==> src/rtl/mult_rr_scheduler.sv <==
// ============================================================================
// mult_rr_scheduler
// Round-robin arbitration of N requesters onto one shared LSB-first
// shift-add multiplier; products return tagged with the requester ID.
// Revision: 1.0
// ============================================================================
`default_nettype none

module mult_rr_scheduler #(
  parameter int W = 4,
  parameter int N = 4,
  localparam int IW = (N > 1) ? $clog2(N) : 1
) (
  input  logic             clk,
  input  logic             rst_n,
  input  logic [N-1:0]     req_valid,
  input  logic [N*W-1:0]   req_a,
  input  logic [N*W-1:0]   req_b,
  output logic [N-1:0]     req_ready,
  output logic             rsp_valid,
  output logic [IW-1:0]    rsp_id,
  output logic [2*W-1:0]   rsp_p,
  input  logic             rsp_ready,
  output logic             busy
);

  localparam int CW = $clog2(W + 1);

  typedef enum logic [1:0] {
    S_IDLE = 2'd0,
    S_RUN  = 2'd1,
    S_DONE = 2'd2
  } state_t;

  state_t          state_q,      state_d;
  logic [2*W-1:0]  acc_q,        acc_d;
  logic [2*W-1:0]  mcand_q,      mcand_d;
  logic [W-1:0]    mplier_q,     mplier_d;
  logic [CW-1:0]   cnt_q,        cnt_d;
  logic [IW-1:0]   id_q,         id_d;
  logic [IW-1:0]   last_grant_q, last_grant_d;
  logic            rsp_valid_q,  rsp_valid_d;
  logic [IW-1:0]   rsp_id_q,     rsp_id_d;
  logic [2*W-1:0]  rsp_p_q,      rsp_p_d;

  logic [W-1:0]    a_arr [N];
  logic [W-1:0]    b_arr [N];
  logic [IW-1:0]   cand;
  logic [IW-1:0]   grant_idx;
  logic            grant_found;
  logic [2*W-1:0]  step_acc;

  for (genvar i = 0; i < N; i++) begin : g_unpack
    assign a_arr[i] = req_a[i*W +: W];
    assign b_arr[i] = req_b[i*W +: W];
  end

  // Walk the requesters starting just after the last grant, wrapping at N-1.
  always_comb begin
    cand        = last_grant_q;
    grant_idx   = '0;
    grant_found = 1'b0;
    for (int k = 0; k < N; k++) begin
      cand = (cand == IW'(N - 1)) ? '0 : cand + IW'(1);
      if (!grant_found && req_valid[cand]) begin
        grant_found = 1'b1;
        grant_idx   = cand;
      end
    end
  end

  assign step_acc = mplier_q[0] ? (acc_q + mcand_q) : acc_q;

  always_comb begin
    state_d      = state_q;
    acc_d        = acc_q;
    mcand_d      = mcand_q;
    mplier_d     = mplier_q;
    cnt_d        = cnt_q;
    id_d         = id_q;
    last_grant_d = last_grant_q;
    rsp_valid_d  = rsp_valid_q;
    rsp_id_d     = rsp_id_q;
    rsp_p_d      = rsp_p_q;
    req_ready    = '0;

    case (state_q)
      S_IDLE: begin
        if (grant_found) begin
          req_ready[grant_idx] = 1'b1;
          acc_d        = '0;
          mcand_d      = {{W{1'b0}}, a_arr[grant_idx]};
          mplier_d     = b_arr[grant_idx];
          id_d         = grant_idx;
          cnt_d        = CW'(W);
          last_grant_d = grant_idx;
          state_d      = S_RUN;
        end
      end

      S_RUN: begin
        acc_d    = step_acc;
        mcand_d  = mcand_q << 1;
        mplier_d = mplier_q >> 1;
        cnt_d    = cnt_q - CW'(1);
        // Final step publishes the sum including this cycle's partial product.
        if (cnt_q == CW'(1)) begin
          rsp_p_d     = step_acc;
          rsp_id_d    = id_q;
          rsp_valid_d = 1'b1;
          state_d     = S_DONE;
        end
      end

      S_DONE: begin
        if (rsp_valid_q && rsp_ready) begin
          rsp_valid_d = 1'b0;
          state_d     = S_IDLE;
        end
      end

      default: begin
        state_d = S_IDLE;
      end
    endcase
  end

  always_ff @(posedge clk) begin
    if (!rst_n) begin
      state_q      <= S_IDLE;
      acc_q        <= '0;
      mcand_q      <= '0;
      mplier_q     <= '0;
      cnt_q        <= '0;
      id_q         <= '0;
      last_grant_q <= IW'(N - 1);
      rsp_valid_q  <= 1'b0;
      rsp_id_q     <= '0;
      rsp_p_q      <= '0;
    end else begin
      state_q      <= state_d;
      acc_q        <= acc_d;
      mcand_q      <= mcand_d;
      mplier_q     <= mplier_d;
      cnt_q        <= cnt_d;
      id_q         <= id_d;
      last_grant_q <= last_grant_d;
      rsp_valid_q  <= rsp_valid_d;
      rsp_id_q     <= rsp_id_d;
      rsp_p_q      <= rsp_p_d;
    end
  end

  assign rsp_valid = rsp_valid_q;
  assign rsp_id    = rsp_id_q;
  assign rsp_p     = rsp_p_q;
  assign busy      = (state_q != S_IDLE);

endmodule

`default_nettype wire

==> config.mk <==
export PLATFORM = sky130hd
export DESIGN_NAME = mult_rr_scheduler
export DESIGN_NICKNAME = d
export VERILOG_FILES = /design/src/rtl/mult_rr_scheduler.sv
export SDC_FILE = /design/constraint.sdc
export NUM_CORES = 1
export LEC_CHECK = 0
export CAP_MARGIN = 0
export CELL_PAD_IN_SITES_DETAIL_PLACEMENT = 1
export CELL_PAD_IN_SITES_GLOBAL_PLACEMENT = 1
export CORE_AREA = 2 2 79 81
export DETAILED_ROUTE_END_ITERATION = 12
export DIE_AREA = 0 0 81 83
export PLACE_DENSITY_LB_ADDON = 0.05
export SETUP_SLACK_MARGIN = 0.1
export SLEW_MARGIN = 20
export SYNTH_ARGS = -nofsm -noshare
export SYNTH_HDL_FRONTEND = slang
export SYNTH_SLANG_ARGS = --single-unit
==> constraint.sdc <==
create_clock -name clk -period 5.35 [get_ports clk]
set_clock_uncertainty 0.1 [all_clocks]
set_input_delay 1.605 -clock clk [delete_from_list [all_inputs] [get_ports clk]]
set_output_delay 1.605 -clock clk [all_outputs]
set_load 0.1 [all_outputs]
Figure 1. Drive-strength map (run 1).
The bar under the picture is 20 um long.
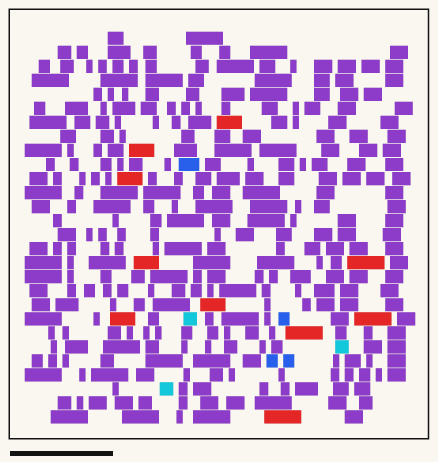
- _6 and larger: red (cells 10; share 3.2%)
- _0 and _1 cells: purple (cells 294; share 95%)
- _2 cells: blue (cells 4; share 1.3%)
- _3 and _4 cells: cyan (cells 3; share 0.96%)
area added between synthesis and finish: 31.9%
post-route cell area: 2960 um^2
Final WS setup: 0.248 ns
non-clock buffer count in the final layout: 57

Figure 2. Clock wiring as the flow saved it (run 1).
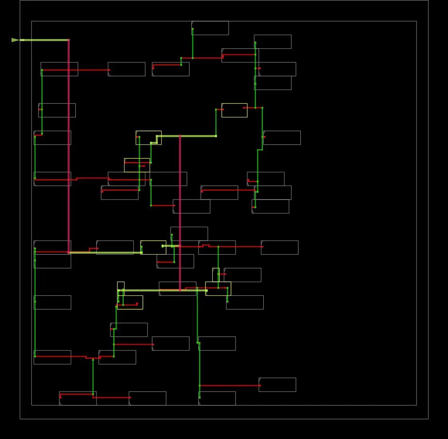
clock sinks: 40
clock tree buffer count of the final layout: 8
Clock group: 203 uW
TritonCTS buffer count: 5

==> notes.md, run 1 <==
Status of the implementation.

- In the setup report, the worst path falls into the class in -> out.
- The routed wire length per instance is 15.6 um, for reference.
- Among the non-sequential cells, AND-OR/OR-AND gates take the most area.
- The share of total power dissipated in the clock network is 0.238.
- The power report attributes to the sequential group a share of 0.405.
- The first global-routing pass estimated ~9700 um of wire.
- The count of non-filler cells in the finished layout is 386, for reference.
- In this run the number of H-tree levels came out at 2.
- The timing report gives the biggest stage delay along the critical path as approximately 0.57 ns.
- The number of cells reported by Yosys stat comes to 262.
- Of the total synthesized cell area, the portion taken by full adders, half adders and majority gates is 0.0648.
- The switching fraction of total power is 0.356, for reference.
- In this run, synthesis inferred 0 flip-flops with an integrated enable.
- The area of the chip is 6720 um^2, for reference.
- The main area contributors are sky130_fd_sc_hd__dfxtp_1 (36%), sky130_fd_sc_hd__mux2i_1 (8.0%), sky130_fd_sc_hd__ha_1 (5.6%), sky130_fd_sc_hd__nand2_1 (5.0%), sky130_fd_sc_hd__a21oi_1 (3.6%).
- At the worst endpoint, the arrival time is 3.40 ns.
- The number of gates on the worst path with buffers counted is 6, for reference.
- The synthesized netlist has a Yosys-reported chip area of about 2200 um^2.
- Hold-check failures listed in the final report amount to 0.
- The floorplan has 28 rows.
- The fraction of the yosys area taken by sequential cells is 0.357, for reference.
- The capturing element of the worst setup path is req_ready[0], for reference.
- The warning count from the yosys run is 0, for reference.
- The flow ran to the end, and the final reports show no timing, DRC or antenna violations.
- After clock tree synthesis, the setup repair step added 0 buffers.
- The detailed placer's ending HPWL is between 4000 and 5000 um, for reference.
- The analysis attributes to cell leakage a power of about 1.2 nW.
- The startpoint identified for the worst register-to-register timing path is last_grant_q[0].
- Per the detail_route report, vias per standard cell equal around 5.3.
- The layout buffering overhead excluding clock cells is 0.204, for reference.
- The kind of cell with the highest combined delay on the critical path is simple AND/OR/NAND/NOR gates, for reference.
- The number of nets in the synthesized netlist is between 300 and 400.
- The die is approximately 83 um tall.
- The worst reg2reg path depth is 7, for reference.
- The final weighted congestion recorded by global placement is 0.792.
- In the synthesized netlist the async set-or-reset flop fraction comes to 0.
- The routed layout reports a DRC error count of 0.
- The cell sequence reported for the critical path is clkdlybuf4s50_1 > nor4_1 > or2_2 > nor2_1 > and2_1 > buf_12.
- The core region area is approximately 5800 um^2, for reference.
- The report lists the power per cell area as approximately 290 nW/um^2.
- The number of global-route vias before repair is around 2k, for reference.
- After synthesis, the most frequently instantiated cells are sky130_fd_sc_hd__dfxtp_1 (40), sky130_fd_sc_hd__nand2_1 (30), sky130_fd_sc_hd__nor2_1 (19), sky130_fd_sc_hd__mux2i_1 (18), sky130_fd_sc_hd__a21oi_1 (16).
- The number of antenna diodes in the final layout is 0.
- For this run, the total global-route usage over all layers was measured as 0.183.
- STA lists the maximum fanout along the critical path as 7.
- Endpoints with negative setup slack in the final report add up to 0.
- After the last flow step, the layout net total stands at about 360.
- The number of nets with antenna violations after detailed routing is 0, for reference.
- Ranked by power, first place goes to registers.
- Gates resized during post-CTS repair numbered 0.
- By instance count after routing, the leading logic cell type is sky130_fd_sc_hd__clkdlybuf4s50_1.
- The worst hold path passes through 2 cells.
- For this run, the detailed router's first-pass iteration total came to 4.
- The flip-flop and latch count after synthesis is 40, for reference.
- The pin count of the biggest net entering global routing is 25, for reference.
- The starting density of the core is 0.385, for reference.
- The library cells used most frequently in the layout, excluding fill and tap cells, are sky130_fd_sc_hd__clkdlybuf4s50_1 (50), sky130_fd_sc_hd__dfxtp_1 (40), sky130_fd_sc_hd__nand2_1 (30), sky130_fd_sc_hd__mux2i_1 (18), sky130_fd_sc_hd__nor2_1 (17).
- The post-placement cell area is between 2000 and 3000 um^2, for reference.
- The relative contribution of combinational cells to total power is 0.357, for reference.
- The overall power consumption is between 800 and 900 uW, for reference.
- Internal power comes to ~550 uW.
- The cell-mix breakdown from Yosys lists the simple-gate area share as 0.183.
- For this run, the leading register cell type out of synthesis is sky130_fd_sc_hd__dfxtp_1.
- The fraction of layout cells with a size suffix above 1 is 0.0547, for reference.
- The number of sequential storage elements is roughly 40, for reference.
- Per the post-CTS timing run, clock transition at the registers of the reported paths is 0.07 ns.
- The most critical hold endpoint after final layout shows a slack of about 0.36 ns.
- OpenSTA lists the critical path startpoint as req_valid[1].
- The share of the final layout cell area in sequential cells is 0.271, for reference.
- The fmax is between 0.15 and 0.2 GHz, for reference.
- The logic area is between 1000 and 1500 um^2, for reference.
- The number of antenna violations at the first check in global routing came to 0.
- The worst setup path is launched from a primary input.
- Each instance of the synthesized netlist takes up on average roughly 8.6 um^2.
- The end of the worst register-to-register path is mcand_q[0], for reference.
- Per the detailed-route log, wirelength across all metal layers totals 6020 um.
- In the final design, more cell area goes to logic gates than to any other class.
- The endpoint of the worst hold path is mplier_q[3], for reference.
- The clock passes through at most 2 buffers.
- The DRC violation total after the first TritonRoute iteration is 51, for reference.
Figure 3. A small window of the routed layout (run 1).
Window x 46 to 76, y 6 to 36 um. Cells in grey, sequential cells in the stronger grey; small squares are vias.
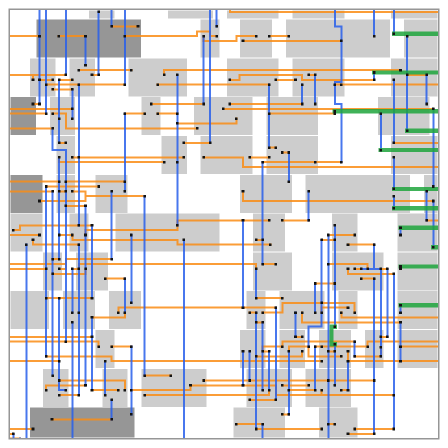
- metal 3: green
- metal 2: blue
- metal 1: orange
- cells with their middle in the window: 57
- sequential cells in the window: 2
- most frequent: clkdlybuf4s50_1 (13), nand2_1 (6)
- netlist names of flops here include: `last_grant_q` (1), `mplier_q` (1)

Figure 4. Register map, names as in the netlist (run 1).
The bar under the picture is 20 um long. Other sequential cells in the stronger grey, the rest of the logic in the fainter grey.
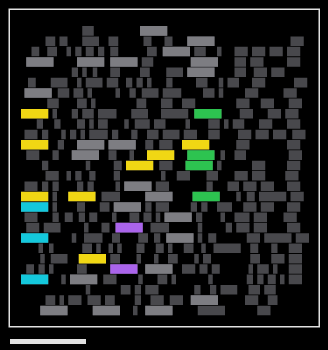
- `state_q`: purple (flops 2)
- `rsp_p`: yellow (flops 8)
- `mplier_q`: green (flops 4)
- `cnt_q`: cyan (flops 3)
post-route core utilization: 0.508
flip-flop and latch power: 346 uW
Sequential cell area: 801 um^2

[run 1: worst reg2reg max path, delay by kind of cell, from the launching register on]
family	cells	cell delay, ns
multiplexers	2	0.46
flip-flops	1	0.43
buffers and inverters	1	0.24
AND-OR/OR-AND	3	0.80
adder cells (fa/ha/maj)	1	0.33
[run 1: cells by family (layout without fill, tap and decap cells)]
group,count (synthesis),count (layout)
compound gates,74,74
xor+xnor,5,5
fa+ha+maj,11,11
buf+inv,24,73
flops,40,40
mux,21,21
simple gates,87,87
[run 1: routing by layer]
metal  GRT usage  vias up  share of wire
li1            -     1036              -
met5           0        -              0
met2       0.278       55           0.43
met1       0.264      950           0.51
met4      0.0508        0          0.012
met3      0.0315        5          0.054
--- run 2 (diff from run 1) ---
--- a/config.mk
+++ b/config.mk
@@ -11,9 +11,10 @@
 export CORE_AREA = 2 2 79 81
 export DETAILED_ROUTE_END_ITERATION = 12
 export DIE_AREA = 0 0 81 83
+export HOLD_SLACK_MARGIN = 0.1
 export PLACE_DENSITY_LB_ADDON = 0.05
 export SETUP_SLACK_MARGIN = 0.1
-export SLEW_MARGIN = 20
+export SLEW_MARGIN = 40
 export SYNTH_ARGS = -nofsm -noshare
 export SYNTH_HDL_FRONTEND = slang
 export SYNTH_SLANG_ARGS = --single-unit
Figure 5. A small window of the routed layout (run 2).
Window x 46 to 76, y 6 to 36 um. Cells in grey, sequential cells in the stronger grey; small squares are vias.
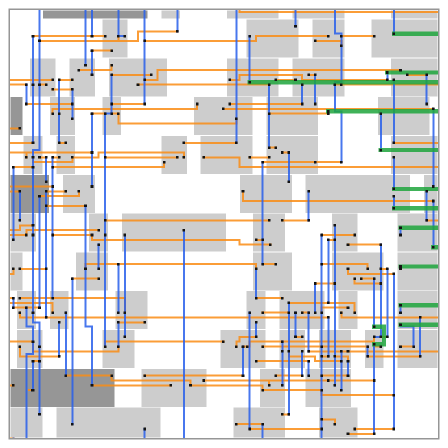
- metal 3: green
- metal 2: blue
- metal 1: orange
- cells with their middle in the window: 56
- most frequent: clkdlybuf4s50_1 (13), nand2_1 (5), nand3_1 (5)
- sequential cells in the window: 1
- netlist names of flops here include: `last_grant_q` (1)

==> notes.md, run 2 <==
Status of the implementation.

- Counting cells, the worst reg-to-reg path comes to 7.
- For this run, the leading register cell type out of synthesis is sky130_fd_sc_hd__dfxtp_1.
- Overall routing resource usage recorded by global route was 0.183.
- The cell count in the Yosys report is about 260, for reference.
- Using the TritonRoute via totals, the vias-per-cell ratio works out to around 5.3.
- The part of the total power dissipated in sequential elements is 0.408, for reference.
- The internal power of the cells totals 546 uW.
- The number of detailed-route iterations in the first pass is 4, for reference.
- The script extracted a total leakage power of roughly 1.2 nW.
- The type of the setup path with the least slack is in -> out, for reference.
- The highest routing layer actually used is met4, for reference.
- The fraction of the yosys area taken by sequential cells is 0.357, for reference.
- In the final layout, the share of cells above drive strength 1 is 0.0965.
- The script logs the mean routed wire length per placed instance as between 15 and 20 um.
- The launching element of the worst setup path is req_valid[1], for reference.
- The layout report lists the combined flip-flop and latch area as about 800 um^2.
- Looking at the critical path, the highest net fanout was 7.
- The warning tally printed by Yosys for this design is 0.
- The flip-flop and latch count after synthesis is ~40, for reference.
- The met1 layer usage reported by global route is 0.257, for reference.
- The floorplan step records an initial core utilization of 0.385.
- The count of H-tree levels built during CTS is 2, for reference.
- The first global-routing pass estimated 9820 um of wire.
- The number of failing setup endpoints in the final timing report is 0, for reference.
- The number of buffers between clock root and the deepest sink is 2, for reference.
- The chip area in the Yosys report is 2240 um^2, for reference.
- The post-placement cell area is ~2800 um^2.
- Data on the critical path arrives at its endpoint at between 3 and 4 ns.
- Yosys mapped a number of flops with a built-in enable equal to 0.
- The power in sequential cells is around 350 uW, for reference.
- The detailed router put a total of slightly below 3000 um of wire on met1.
- The overall power consumption is around 850 uW, for reference.
- The largest power group is registers, for reference.
- For reference, the critical path is captured by req_ready[0].
- After global routing, the most crowded layer is met2.
- The routability congestion estimate is between 0.7 and 0.8, for reference.
- The met2 usage in global routing is 0.285, for reference.
- The top logic cell family in the synthesized netlist is AND-OR/OR-AND gates, for reference.
- Per the timing report, the most critical flop-to-flop path originates at last_grant_q[0].
- The library cell used most frequently in the layout, excluding fill and tap cells, is sky130_fd_sc_hd__dfxtp_1.
- Summing all multi-input logic gate instances after layout gives between 1000 and 1500 um^2.
- Relative to the synthesized area, the layout overhead comes to 29.3%.
- The final layout net count is between 300 and 400, for reference.
- The flow ran to the end, and the final reports show no timing, DRC or antenna violations.
- The number of antenna violations at the first check in global routing came to 0.
- Yosys reports that the most numerous cell types are sky130_fd_sc_hd__dfxtp_1 (40), sky130_fd_sc_hd__nand2_1 (30), sky130_fd_sc_hd__nor2_1 (19), sky130_fd_sc_hd__mux2i_1 (18), sky130_fd_sc_hd__a21oi_1 (16).
- On the worst setup and hold paths after CTS, the clock-pin slew comes to around 0.07 ns.
- After layout, the worst setup slack is around 0.29 ns.
- The number of antenna repair diodes is 0, for reference.
- After floorplanning, the core was divided into 28 placement rows.
- Per the detail_route log, met2 wirelength is approximately 2500 um.
- Of the total power, the share spent switching nets is 0.357.
- The mean post-synth cell area is around 8.6 um^2, for reference.
- Grouping stages by cell kind, the critical path spends the most delay in simple AND/OR/NAND/NOR gates.
- The number of gates on the worst path with buffers counted is 6, for reference.
- In this run, the synthesized area fraction spent on adder and majority cells is recorded as 0.0648.
- Entering global routing, the biggest net connects 25 pins.
- The number of clock buffers added by TritonCTS is 5.
- The detailed-routed wire length on met3 is around 370 um, for reference.
- Per the timing report, the achievable frequency comes out to around 0.20 GHz.
- The critical path's largest stage delay is 0.54 ns, for reference.
- The post-cts sizing count is 0, for reference.
- The clock power share is 0.239, for reference.
- The detailed placer's ending HPWL is approximately 4500 um, for reference.
- The endpoint of the worst hold path is rsp_id[0], for reference.
- According to the floorplan report, the placeable core area is between 5000 and 6000 um^2.
- The relative contribution of combinational cells to total power is 0.353, for reference.
- The wire length recorded after detailed routing is approximately 5900 um.
- In the layout the commonest cells are sky130_fd_sc_hd__dfxtp_1 (40), sky130_fd_sc_hd__clkdlybuf4s50_1 (38), sky130_fd_sc_hd__nand2_1 (30), sky130_fd_sc_hd__mux2i_1 (18).
- The kind of launch point of the worst setup path is a primary input, for reference.
run 2: cell count changes in the layout (fill, tap and decap cells not counted), sizes merged:
cell           previous run  this run
buf                       7        19
clkdlybuf4s50            50        38
run 2: kinds of logic (layout without fill, tap and decap cells):
logic type / count (synthesis) / count (layout)
and+or+nand+nor: 87 / 87
AOI/OAI and AO/OA: 74 / 74
DFF: 40 / 40
buffers and inverters: 24 / 73
muxes: 21 / 21
adders and majority gates: 11 / 11
xor gates and xnor gates: 5 / 5
run 2: cell type report:
cell class / count / share of cell area
clock buffer: 8 / 0.0311
inverter: 8 / 0.0104
multi-input combinational: 198 / 0.462
sequential: 40 / 0.276
tap: 75 / 0.0324
timing repair buffer: 57 / 0.187
--- run 3 (diff from run 2) ---
--- a/config.mk
+++ b/config.mk
@@ -8,9 +8,9 @@
 export CAP_MARGIN = 0
 export CELL_PAD_IN_SITES_DETAIL_PLACEMENT = 1
 export CELL_PAD_IN_SITES_GLOBAL_PLACEMENT = 1
-export CORE_AREA = 2 2 79 81
+export CORE_AREA = 2 2 84 86
 export DETAILED_ROUTE_END_ITERATION = 12
-export DIE_AREA = 0 0 81 83
+export DIE_AREA = 0 0 86 88
 export HOLD_SLACK_MARGIN = 0.1
 export PLACE_DENSITY_LB_ADDON = 0.05
 export SETUP_SLACK_MARGIN = 0.1
Figure 6. Register map, names as in the netlist (run 3).
The bar under the picture is 20 um long. Other sequential cells in the stronger grey, the rest of the logic in the fainter grey.
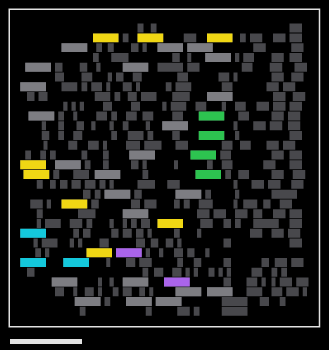
- `rsp_p`: yellow (flops 8)
- `state_q`: purple (flops 2)
- `cnt_q`: cyan (flops 3)
- `mplier_q`: green (flops 4)
share of cell area taken by flip-flops and latches: 0.277
post-route core utilization: 0.435

==> notes.md, run 3 <==
Status of the implementation.

- The flow ran to the end, and the final reports show no timing, DRC or antenna violations.
- The fmax is 0.199 GHz, for reference.
- The mean post-synth cell area is approximately 8.6 um^2, for reference.
- The number of non-clock buffers is approximately 57, for reference.
- The share of the Yosys chip area taken by registers is 0.357.
- The via count normalized by instance count is 5.22, for reference.
- The flip-flop and latch count after synthesis is approximately 40, for reference.
- The number of enable flip-flop cells is 0, for reference.
- Setup slack closes at 0.313 ns.
- The detail route stage leaves a number of antenna-violating nets equal to 0.
- The library cell used most frequently in the layout, excluding fill and tap cells, is sky130_fd_sc_hd__dfxtp_1.
- The setup path with the least slack is of type in -> out.
- Among all stages on the critical path, the maximum delay recorded is approximately 0.52 ns.
- The synthesis log from Yosys contains 0 warnings.
- For this run the detailed placement stage logged an HPWL of 4580 um.
- The final timing report lists a hold violation count of 0.
- The number of failing setup endpoints in the final timing report is 0, for reference.
- The H-tree generated during clock tree synthesis spans 2 levels.
- In this run the core area contains 30 standard-cell rows.
- The report lists the number of cells resized after CTS as 0.
- The end of the worst register-to-register path is mcand_q[0], for reference.
- The worst hold slack after final layout is about 0.36 ns, for reference.
- The flow measured a signed area growth from synthesis to layout of 29.0%.
- Per the OpenROAD timing report, the critical path contains 6 cells.
- The final antenna diode tally reported by the flow is 0.
- The dominant kind of cell is logic gates, for reference.
- The floorplan net count is about 310, for reference.
- The root buffer cell is sky130_fd_sc_hd__clkbuf_8, for reference.
- Leaving out the clock tree, the finished layout contains an inverter count of 8.
- The overall power consumption is 837 uW, for reference.
- The clock sink count is approximately 40, for reference.
- The count of non-filler cells in the finished layout is slightly below 400, for reference.
- The number of antenna violations at the first check in global routing is 0, for reference.
- Counting instances in the post-synthesis netlist gives the leading cell types as sky130_fd_sc_hd__dfxtp_1 (40), sky130_fd_sc_hd__nand2_1 (30), sky130_fd_sc_hd__nor2_1 (19), sky130_fd_sc_hd__mux2i_1 (18), sky130_fd_sc_hd__a21oi_1 (16).
- By instance count after routing, the leading logic cell types are sky130_fd_sc_hd__dfxtp_1 (40), sky130_fd_sc_hd__clkdlybuf4s50_1 (38), sky130_fd_sc_hd__nand2_1 (30), sky130_fd_sc_hd__mux2i_1 (18).
- From bottom edge to top edge, the die measures around 90 um.
- The first global-routing pass estimated 10,100 um of wire.
- The starting density of the core is 0.337, for reference.
- The combinational share of cell area is 0.463, for reference.
- The class of the most critical hold timing path is reg -> reg, for reference.
- The post-synthesis adder-cell area fraction is 0.0648, for reference.
- The cell count in the Yosys report is 262, for reference.
- The worst reg2reg path depth is 7, for reference.
- The multiplexer share of the synthesized area is 0.0955, for reference.
- The kind of launch point of the worst setup path is a primary input, for reference.
- The endpoint of the worst hold path is rsp_id[1], for reference.
- The region available for standard cell placement spans 6640 um^2.
- The layout buffering overhead excluding clock cells is 0.188, for reference.
- The clock network area share is 0.0268, for reference.
- The DRC violation total after the first TritonRoute iteration is roughly 61, for reference.
- The total power per unit cell area is slightly below 300 nW/um^2, for reference.
- The routability congestion estimate is approximately 0.73, for reference.
- The launching element of the worst setup path is req_valid[1], for reference.
- The number of global-route vias before repair came to 2,112.
- The final layout contains a sequential cell count of around 40.
- The area recorded from the Yosys report for this design is roughly 2200 um^2.
- The number of well taps is about 80, for reference.
- Post-synth the commonest register cell is sky130_fd_sc_hd__dfxtp_1.
- The multi-input logic cell count is about 200, for reference.
- The final design instance area without fill is slightly below 3000 um^2, for reference.
- The share of flip-flops with an asynchronous set or reset after synthesis is 0, for reference.
- The routed design has around 6100 um of wire.
- The number of buffers added for setup after CTS is 0, for reference.
- The worst hold path cell count is 2, for reference.
- The overall fraction of global-route tracks in use is 0.169, for reference.
- The final layout contains approximately 360 nets.
- Summing all multi-input logic gate instances after layout gives ~1300 um^2.
- The clock edge transition at the registers on the reported setup and hold paths is 0.08 ns, for reference.
- No sink is reached through more buffers than the 2 on the longest clock path.
- In the final layout, flip-flops and latches occupy roughly 800 um^2.
- The required time at the worst endpoint is listed as 3.65 ns.
- The biggest fanout along the worst timing path is 7, for reference.
- The number of clock buffer instances in the layout is 6, for reference.
- On the critical path the largest part of the delay comes from simple AND/OR/NAND/NOR gates.
- Entering global routing, the biggest net connects 27 pins.
- The critical path arrival is around 3.3 ns, for reference.
- The placement stage leaves a total instance area of roughly 2800 um^2.
- According to the floorplan report, the total die area is ~7600 um^2.
- Per the synthesis report, the simple-gate share of the synthesized area is 0.183.
- STA lists the startpoint of the worst register-to-register path as last_grant_q[0].
- The number of detailed-route iterations in the first pass is 4, for reference.
- The standby leakage power is around 1.2 nW, for reference.
- The routed design shows a wire length per standard cell of 15.6 um.
- TritonCTS created 5 clock buffers.
## run 3: cell count changes in the layout (fill, tap and decap cells not counted)
| cell | delta |
|---|---|
| sky130_fd_sc_hd__clkinv_2 | +1 |
| sky130_fd_sc_hd__clkbuf_8 | -1 |
| sky130_fd_sc_hd__clkbuf_1 | -1 |
## run 3: power breakdown
| group | internal, mW | switching (mW) |
|---|---|---|
| Sequential | 0.323 | 0.0243 |
| Clock | 0.0887 | 0.102 |
| Combinational | 0.118 | 0.182 |
| Total | 0.530 | 0.308 |
## run 3: metal layers
metal	GRT usage	routed length (um)	up-vias
met1	0.219	2990	945
met5	0	0	-
li1	-	-	1036
met4	0.0433	47	0
met2	0.283	2670	49
met3	0.0405	390	4

## Gallery

Clock distribution.
The bar under the picture is 20 um long.
(a)
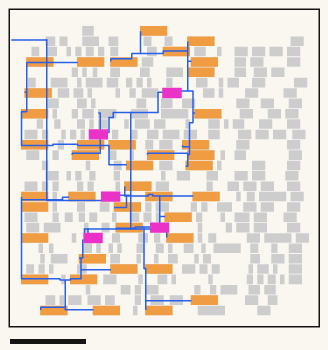
(b)
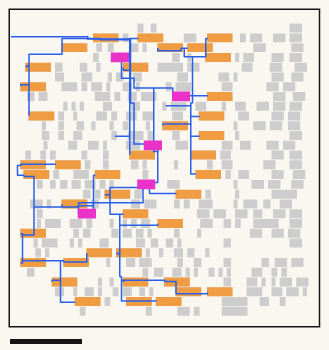
(b) -> run 3
(a) -> run 1

Power is estimated from default activity; no workload was simulated.
